### src/rtl/stopwatch_count_core_pkg.sv
// stopwatch_pkg: shared types and widths for the stopwatch count datapath.
//   mode_t      - direction code from the controller (01 is reserved, acts as stop)
//   cnt_state_t - internal counter FSM states
//   CNT_W       - width of the binary count and load value
package stopwatch_pkg;
    localparam int CNT_W = 7;
    typedef enum logic [1:0] {
        MODE_DOWN = 2'b00,
        MODE_UP   = 2'b10,
        MODE_STOP = 2'b11
    } mode_t;
    typedef enum logic [1:0] {
        HALT,
        RUN_UP,
        RUN_DOWN,
        EXPIRED
    } cnt_state_t;
endpackage

### src/rtl/stopwatch_count_core_if.sv
// stopwatch_count_core_if: controller <-> count core bundle.
//   controller -> core : clr, mode[1:0], load_en, load_val[6:0]
//   core -> controller : count[6:0], ones[3:0], tens[3:0], tick, wrap, expired
//   master = controller side, slave = count core side.
interface stopwatch_count_core_if;
    import stopwatch_pkg::*;
    logic             clr;
    logic [1:0]       mode;
    logic             load_en;
    logic [CNT_W-1:0] load_val;
    logic [CNT_W-1:0] count;
    logic [3:0]       ones;
    logic [3:0]       tens;
    logic             tick;
    logic             wrap;
    logic             expired;
    modport master (output clr, mode, load_en, load_val,
                    input  count, ones, tens, tick, wrap, expired);
    modport slave  (input  clr, mode, load_en, load_val,
                    output count, ones, tens, tick, wrap, expired);
endinterface

### src/rtl/stopwatch_count_core_bin2bcd_99.sv
// bin2bcd_99: combinational 7-bit binary to two BCD digits, valid for 0..99.
//   bin[6:0] in, tens[3:0] out, ones[3:0] out.
module bin2bcd_99 (
    input  logic [6:0] bin,
    output logic [3:0] tens,
    output logic [3:0] ones
);
    logic [14:0] prod;
    // x*205/2048 equals floor(x/10) for every x up to 179, so no divider is needed.
    assign prod = 15'(bin) * 15'd205;
    assign tens = prod[14:11];
    assign ones = 4'(bin - {3'd0, tens} * 7'd10);
endmodule

### src/rtl/stopwatch_count_core.sv
// stopwatch_count_core: prescaled 0..MAX up/down counter with wrap, expiry and BCD outputs.
//   clk   - system clock, rising edge
//   rst_n - asynchronous active-low reset
//   bus   - slave side of stopwatch_count_core_if
//           in : clr (sync clear), mode (10 up, 00 down, 11/01 stop), load_en, load_val
//           out: count, ones, tens, tick, wrap, expired (all registered)
//   TICK_DIV - clk cycles per count tick (>= 2), MAX - largest count (<= 99)
module stopwatch_count_core
    import stopwatch_pkg::*;
#(
    parameter int TICK_DIV = 50_000_000,
    parameter int MAX      = 99
) (
    input logic                  clk,
    input logic                  rst_n,
    stopwatch_count_core_if.slave bus
);
    localparam int               PW    = $clog2(TICK_DIV);
    localparam logic [PW-1:0]    TERM  = PW'(TICK_DIV - 1);
    localparam logic [CNT_W-1:0] MAX_C = CNT_W'(MAX);
    cnt_state_t       st_q, st_d;
    logic [PW-1:0]    pre_q, pre_d;
    logic [CNT_W-1:0] count_q, count_d;
    logic [3:0]       ones_q, ones_d, tens_q, tens_d;
    logic             tick_q, tick_d, wrap_q, wrap_d, exp_q, exp_d;
    logic             run, step;
    always_comb begin
        run     = st_q == RUN_UP || st_q == RUN_DOWN;
        step    = run && pre_q == TERM;
        pre_d   = run ? (step ? '0 : pre_q + PW'(1)) : pre_q;
        count_d = count_q;
        wrap_d  = 1'b0;
        // The step direction comes from the current state; a mode change only affects the next state.
        if (step && st_q == RUN_UP) begin
            count_d = count_q == MAX_C ? '0 : count_q + CNT_W'(1);
            wrap_d  = count_q == MAX_C;
        end
        if (step && st_q == RUN_DOWN)
            count_d = count_q - CNT_W'(1);
        // Looking at the next count lets a down step that lands on 0 expire on the same edge.
        st_d = bus.mode == MODE_UP   ? RUN_UP :
               bus.mode == MODE_DOWN ? (count_d == '0 ? EXPIRED : RUN_DOWN) : HALT;
        if (bus.clr || bus.load_en) begin
            count_d = bus.clr ? '0 : (bus.load_val > MAX_C ? MAX_C : bus.load_val);
            pre_d   = '0;
            st_d    = HALT;
            wrap_d  = 1'b0;
        end
        // tick is a registered copy of the terminal-cycle condition of the next cycle.
        tick_d = (st_d == RUN_UP || st_d == RUN_DOWN) && pre_d == TERM;
        exp_d  = st_d == EXPIRED;
    end
    bin2bcd_99 u_bcd (
        .bin  (count_d),
        .tens (tens_d),
        .ones (ones_d)
    );
    always_ff @(posedge clk or negedge rst_n) begin
        if (!rst_n) begin
            st_q    <= HALT;
            pre_q   <= '0;
            count_q <= '0;
            ones_q  <= '0;
            tens_q  <= '0;
            tick_q  <= 1'b0;
            wrap_q  <= 1'b0;
            exp_q   <= 1'b0;
        end else begin
            st_q    <= st_d;
            pre_q   <= pre_d;
            count_q <= count_d;
            ones_q  <= ones_d;
            tens_q  <= tens_d;
            tick_q  <= tick_d;
            wrap_q  <= wrap_d;
            exp_q   <= exp_d;
        end
    end
    assign bus.count   = count_q;
    assign bus.ones    = ones_q;
    assign bus.tens    = tens_q;
    assign bus.tick    = tick_q;
    assign bus.wrap    = wrap_q;
    assign bus.expired = exp_q;
endmodule

### src/flat_wrapper.sv
// flat-port wrapper written by rule: the top's interface ports become plain ports
module stopwatch_count_core_flat import stopwatch_pkg::*;
#(
    parameter int TICK_DIV = 50_000_000,
    parameter int MAX      = 99
)
  (clk, rst_n, bus_clr, bus_mode, bus_load_en, bus_load_val, bus_count, bus_ones, bus_tens, bus_tick, bus_wrap, bus_expired);
  stopwatch_count_core_if bus_i ();
  input logic clk;
  input logic rst_n;
  input wire logic [$bits(bus_i.clr)-1:0] bus_clr;
  input wire logic [$bits(bus_i.mode)-1:0] bus_mode;
  input wire logic [$bits(bus_i.load_en)-1:0] bus_load_en;
  input wire logic [$bits(bus_i.load_val)-1:0] bus_load_val;
  output wire logic [$bits(bus_i.count)-1:0] bus_count;
  output wire logic [$bits(bus_i.ones)-1:0] bus_ones;
  output wire logic [$bits(bus_i.tens)-1:0] bus_tens;
  output wire logic [$bits(bus_i.tick)-1:0] bus_tick;
  output wire logic [$bits(bus_i.wrap)-1:0] bus_wrap;
  output wire logic [$bits(bus_i.expired)-1:0] bus_expired;
  assign bus_i.clr = bus_clr;
  assign bus_i.mode = bus_mode;
  assign bus_i.load_en = bus_load_en;
  assign bus_i.load_val = bus_load_val;
  assign bus_count = bus_i.count;
  assign bus_ones = bus_i.ones;
  assign bus_tens = bus_i.tens;
  assign bus_tick = bus_i.tick;
  assign bus_wrap = bus_i.wrap;
  assign bus_expired = bus_i.expired;
  stopwatch_count_core #(.TICK_DIV(TICK_DIV), .MAX(MAX)) u_core (.clk(clk), .rst_n(rst_n), .bus(bus_i));
endmodule
### config.mk
export PLATFORM = sky130hd
export DESIGN_NAME = stopwatch_count_core_flat
export DESIGN_NICKNAME = d
export VERILOG_FILES = /design/src/rtl/stopwatch_count_core_pkg.sv /design/src/rtl/stopwatch_count_core_if.sv /design/src/rtl/stopwatch_count_core_bin2bcd_99.sv /design/src/rtl/stopwatch_count_core.sv /design/src/flat_wrapper.sv
export SDC_FILE = /design/constraint.sdc
export NUM_CORES = 1
export LEC_CHECK = 0
export CORE_MARGIN = 2
export CORE_UTILIZATION = 67
export CTS_BUF_LIST = sky130_fd_sc_hd__clkbuf_4 sky130_fd_sc_hd__clkbuf_8
export CTS_CLUSTER_DIAMETER = 50
export DETAILED_ROUTE_END_ITERATION = 10
export DONT_BUFFER_PORTS = 1
export PLACE_DENSITY = 0.87
export REMOVE_ABC_BUFFERS = 1
export SLEW_MARGIN = 40
export SYNTH_ARGS = -nofsm -noshare
export SYNTH_HDL_FRONTEND = slang
export SYNTH_HIERARCHICAL = 1
export SYNTH_SLANG_ARGS = --single-unit
### constraint.sdc
create_clock -name clk -period 8.6 [get_ports clk]
set_input_delay 1.29 -clock clk [delete_from_list [all_inputs] [get_ports clk]]
set_output_delay 1.29 -clock clk [all_outputs]
set_load 0.005 [all_outputs]
run_1/power_grid.png
Pins as bars on the die edge.
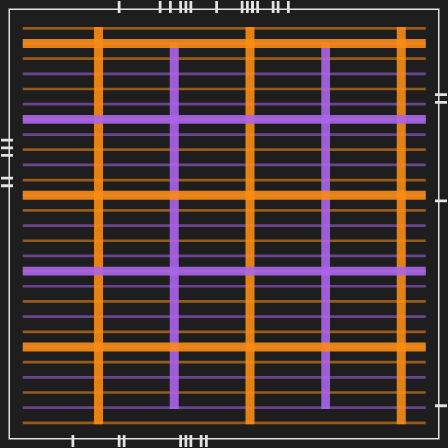
orange -> VSS
purple -> VDD
rows = 26
met1 rails = 27
met5 straps = 5

run_1/flops_by_reg.png
Other sequential cells in the stronger gray, the rest of the logic in the fainter gray.
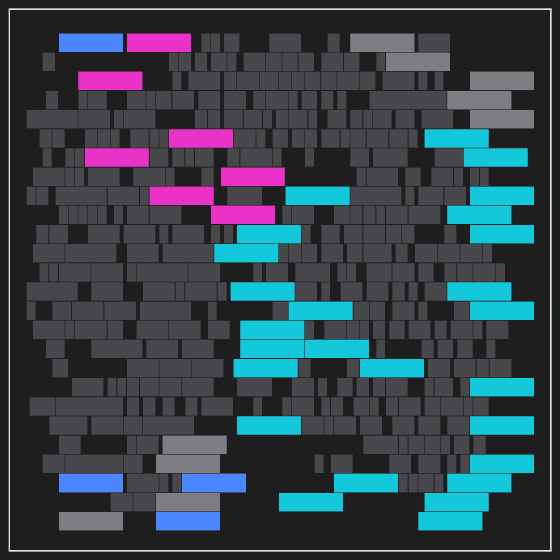
blue -> `u_core/bus.ones`  # placed flops 4
magenta -> `u_core/bus.count`  # placed flops 7
cyan -> `u_core/pre_q`  # placed flops 26
not colored = 9

run_1/logic_types.png
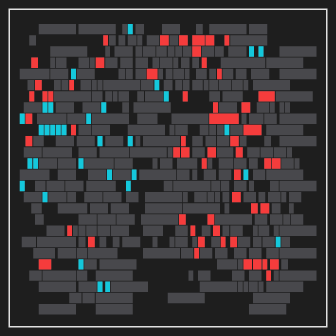
cyan -> inv cells  # cells 32, most used inv_1
red -> nand cells  # cells 55, most used nand2_1, where widely spread

-- run 1: placed cells by master (no fill, tap or decap), types with 9 or more instances in the layout --
master	n
a21oi_1	9
xor2_1	16
ha_1	40
fa_1	9
o21ai_0	13
nand3_1	15
inv_1	32
nand2_1	19
dfrtp_1	46
nor2_1	43
xnor2_1	14
nor3_1	9
nand4_1	12
-- run 1: registers in the layout, summed over array words and instances, names as in the netlist --
signal / count
u_core/bus.expired: 1
u_core/bus.ones: 4
u_core/st_q: 2
u_core/bus.count: 7
u_core/bus.tick: 1
u_core/bus.tens: 4
u_core/bus.wrap: 1
u_core/pre_q: 26
==> impl_metrics.env, run 1 <==
# physical design summary
export IMPL_drive_gt1_frac=0.0590
export IMPL_yosysUniqueCellTypes=64
export IMPL_tapcell_inserted=70
export IMPL_grt_use_total=0.267
export IMPL_ctsRootBufferMaster="clkbuf_8"
export IMPL_comb_power_uw=86.8
export IMPL_status="finished clean"
export IMPL_cts_buffers=5
export IMPL_powerDensity_nw_per_um2=130
export IMPL_ys_warnings_count=6
export IMPL_synth_top_cells_by_area="dfrtp_1 (32%), ha_1 (14%), fa_1 (5.1%)"
export IMPL_globalRouteOverflowTotal=0
export IMPL_io_buffer_count=0
export IMPL_dr_total_vias=2779
export IMPL_p_seq_frac=0.493
export IMPL_reg2reg_from="u_core/st_q[0]$_DFF_PN0_"
export IMPL_clk_latency_ns=0.30
export IMPL_clkTransAtPathRegs_ns=0.08
export IMPL_ant_nets=0
export IMPL_sh_seq_area=0.312
export IMPL_met3_usage=0.0471
export IMPL_drt_wl_total_um=7400
export IMPL_top_power_group="sequential cells"
export IMPL_crit_type="register to register"
export IMPL_fp_util=0.694
export IMPL_maxCapViolCount=0
export IMPL_fin_cells=443
export IMPL_numSynthFlops=46
export IMPL_reg2reg_slack_ns=1.84
export IMPL_syn_inst=376
export IMPL_cts_resized_gates=0
export IMPL_p_switching_uw=129
export IMPL_cp_slowest_cell="fa_1"
export IMPL_hold_viol=0
export IMPL_seq_power_uw=236
export IMPL_edf_count=0
export IMPL_cts_setup_buffers=0
export IMPL_top_cell="dfrtp_1"
run_1/layer_met1.png
Supply wires on this layer in gray.
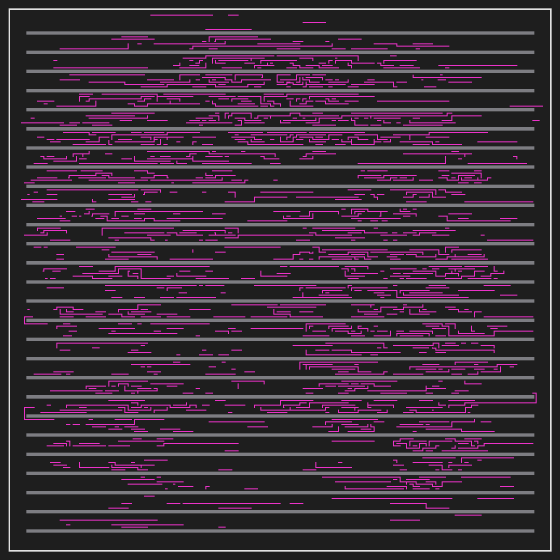

==> run 1 -> run 2 <==
CORE_UTILIZATION = 60   (was 67)
PLACE_DENSITY = 0.83   (was 0.87)
clock period = 5.8 ns   (was 8.6 ns; I/O delays follow)
run_2/layer_met1.png
Supply wires on this layer in gray.
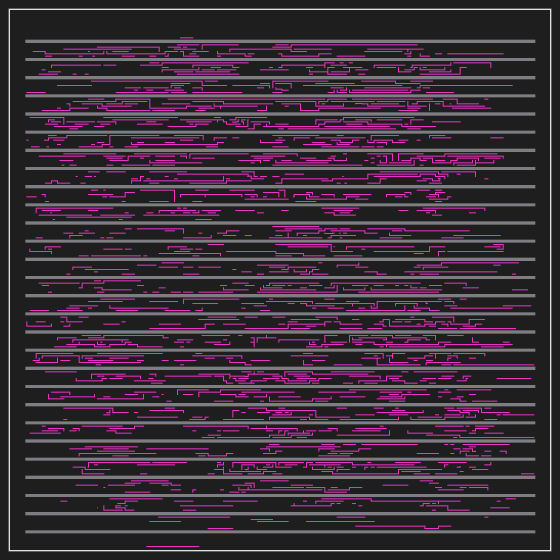
share of all routed wire = 39%
main direction = horizontal
longest straight run = 23.5 µm

==> impl_metrics.env, run 2 <==
# physical design summary
export IMPL_status="finished, violations left"
export IMPL_violations="setup timing"
export IMPL_fp_util=0.632
export IMPL_largest_register="u_core/pre_q"
export IMPL_fin_cells=513
export IMPL_drt_wl_total_um=9460
export IMPL_largest_register_ffs=26
export IMPL_cts_buffers=5
export IMPL_drive_gt1_frac=0.299
export IMPL_ant_nets=0
export IMPL_p_switching_uw=226
export IMPL_seq_power_uw=347
export IMPL_synth_top_cells_by_area="dfrtp_1 (32%), ha_1 (14%), fa_1 (5.1%)"
export IMPL_comb_power_uw=202
export IMPL_most_common_layout_cells="buf_4 (68), dfrtp_1 (46), nor2_1 (38), inv_1 (27), ha_1 (27)"
export IMPL_tapcell_inserted=72
export IMPL_hold_viol=0
export IMPL_internal_power_uw=537
export IMPL_lay_top_count="buf_4"
export IMPL_setup_ws_ns=-0.201
export IMPL_setup_viol=1
export IMPL_p_seq_frac=0.455
export IMPL_cts_resized_gates=8
export IMPL_reg2reg_slack_ns=-0.20
export IMPL_met3_usage=0.0522
export IMPL_numSynthFlops=46
export IMPL_cts_setup_buffers=2
export IMPL_clkTransAtPathRegs_ns=0.09
export IMPL_grt_use_total=0.283
export IMPL_powerDensity_nw_per_um2=170
export IMPL_reg2reg_from="u_core/st_q[0]$_DFF_PN0_"
export IMPL_clk_latency_ns=0.30
export IMPL_cp_start_kind="register"
export IMPL_dr_total_vias=3120
export IMPL_cp_slowest_cell="fa_1"
export IMPL_grt_start_max_net_pins=47
export IMPL_avgViaCountPerCell=6.08
export IMPL_top_power_group="sequential cells"
export IMPL_crit_type="register to register"
export IMPL_maxCapViolCount=0
export IMPL_edf_count=0
export IMPL_yosysUniqueCellTypes=64
export IMPL_globalRouteOverflowTotal=0
export IMPL_io_buffer_count=0
export IMPL_top_cell="dfrtp_1"
export IMPL_sh_seq_area=0.256
export IMPL_hpwl_um=6450
run_2/power_grid.png
Pins as bars on the die edge.
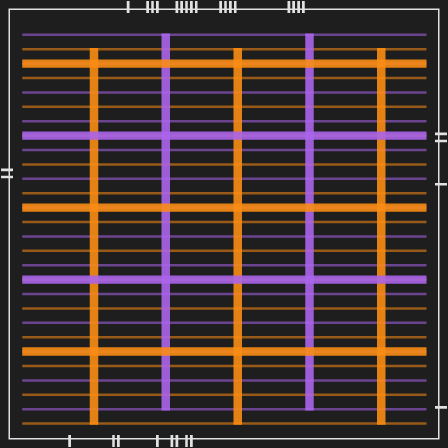
orange -> VSS
purple -> VDD
met5 straps = 5
met1 rails = 28

[run 2: cell count changes in the layout (fill, tap and decap cells not counted), moves of 3 or more]
cell / before / now
ha_2: 0 / 3
xnor2_2: 0 / 3
buf_4: 1 / 68
o21ai_0: 13 / 10
ha_4: 0 / 10
nor2_1: 43 / 38
a21oi_1: 9 / 6
nor2_4: 0 / 5
inv_1: 32 / 27
xnor2_1: 14 / 11
ha_1: 40 / 27
inv_2: 0 / 5
[run 2: cell families after synthesis]
| kind of cell | count (synthesis) | synth area share |
|---|---|---|
| AND-OR/OR-AND | 61 | 0.125 |
| AND/OR/NAND/NOR | 145 | 0.226 |
| buffers and inverters | 44 | 0.0516 |
| adder cells (fa/ha/maj) | 49 | 0.192 |
| flip-flops | 46 | 0.325 |
| XOR/XNOR | 31 | 0.0805 |
==> run 2 -> run 3 <==
CAP_MARGIN = 40   (was unset)
GPL_TIMING_DRIVEN = 0   (was unset)
clock period = 4.9 ns   (was 5.8 ns; I/O delays follow)
run_3/logic_types.png
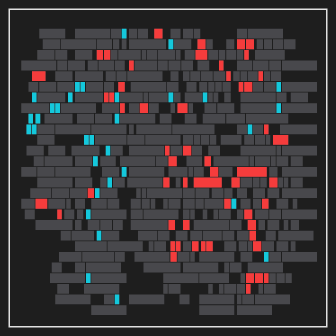
cyan -> inv cells  # cells 32, most used inv_1
red -> nand cells  # cells 55, most used nand2_1

==> impl_metrics.env, run 3 <==
# physical design summary
export IMPL_status="finished, violations left"
export IMPL_violations="setup timing"
export IMPL_internal_power_uw=713
export IMPL_powerDensity_nw_per_um2=226
export IMPL_setup_viol=7
export IMPL_drive_gt1_frac=0.242
export IMPL_setup_ws_ns=-1.03
export IMPL_cts_setup_buffers=14
export IMPL_cts_resized_gates=50
export IMPL_drt_wl_total_um=8400
export IMPL_clkTransAtPathRegs_ns=0.09
export IMPL_tapcell_inserted=72
export IMPL_ys_sh_adder=0.192
export IMPL_xor_share=0.0805
export IMPL_edf_count=0
export IMPL_hpwl_um=5260
export IMPL_fp_util=0.632
export IMPL_top_cell="dfrtp_1"
export IMPL_crit_type="register to register"
export IMPL_numSynthFlops=46
export IMPL_cts_buffers=5
export IMPL_syn_inst=376
export IMPL_cp_start_kind="register"
export IMPL_yosysUniqueCellTypes=64
export IMPL_fin_cells=473
export IMPL_seq_power_uw=415
export IMPL_p_switching_uw=249
export IMPL_cp_slowest_cell="fa_1"
export IMPL_p_seq_frac=0.431
export IMPL_netlist_logic_family_top="simple AND/OR/NAND/NOR gates"
export IMPL_grt_start_max_net_pins=47
export IMPL_top_power_group="sequential cells"
export IMPL_maxCapViolCount=0
export IMPL_sh_seq_area=0.272
export IMPL_dr_total_vias=2916
export IMPL_met3_usage=0.0478
export IMPL_hold_viol=0
export IMPL_globalRouteOverflowTotal=0
run_3/flops_by_reg.png
Other sequential cells in the stronger gray, the rest of the logic in the fainter gray.
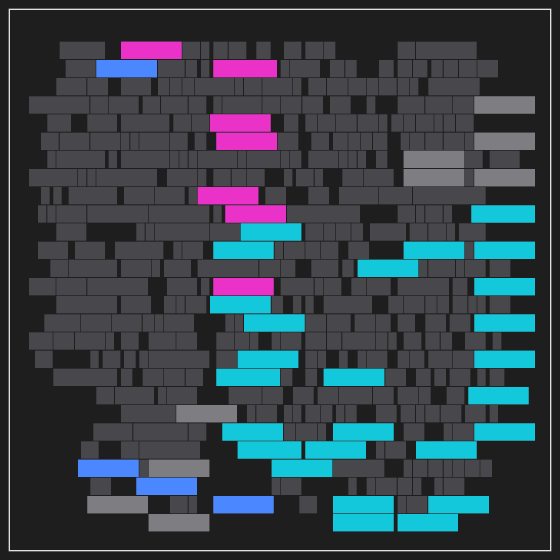
cyan -> `u_core/pre_q`  # placed flops 26
magenta -> `u_core/bus.count`  # placed flops 7
blue -> `u_core/bus.ones`  # placed flops 4

run 3: worst paths after layout:
path | end | slack, ns | start
min in group clk | u_core/bus.count[6]$_DFF_PN0_ | 0.50 | bus_clr
min | u_core/pre_q[16]$_DFF_PN0_ | 0.12 | rst_n
max reg2reg | u_core/bus.ones[3]$_DFF_PN0_ | -1.03 | u_core/st_q[0]$_DFF_PN0_
max | u_core/bus.ones[3]$_DFF_PN0_ | -1.03 | u_core/st_q[0]$_DFF_PN0_
min reg2reg | u_core/pre_q[22]$_DFF_PN0_ | 0.59 | u_core/pre_q[22]$_DFF_PN0_
max in group asynchronous | u_core/bus.count[2]$_DFF_PN0_ | 4.69 | rst_n
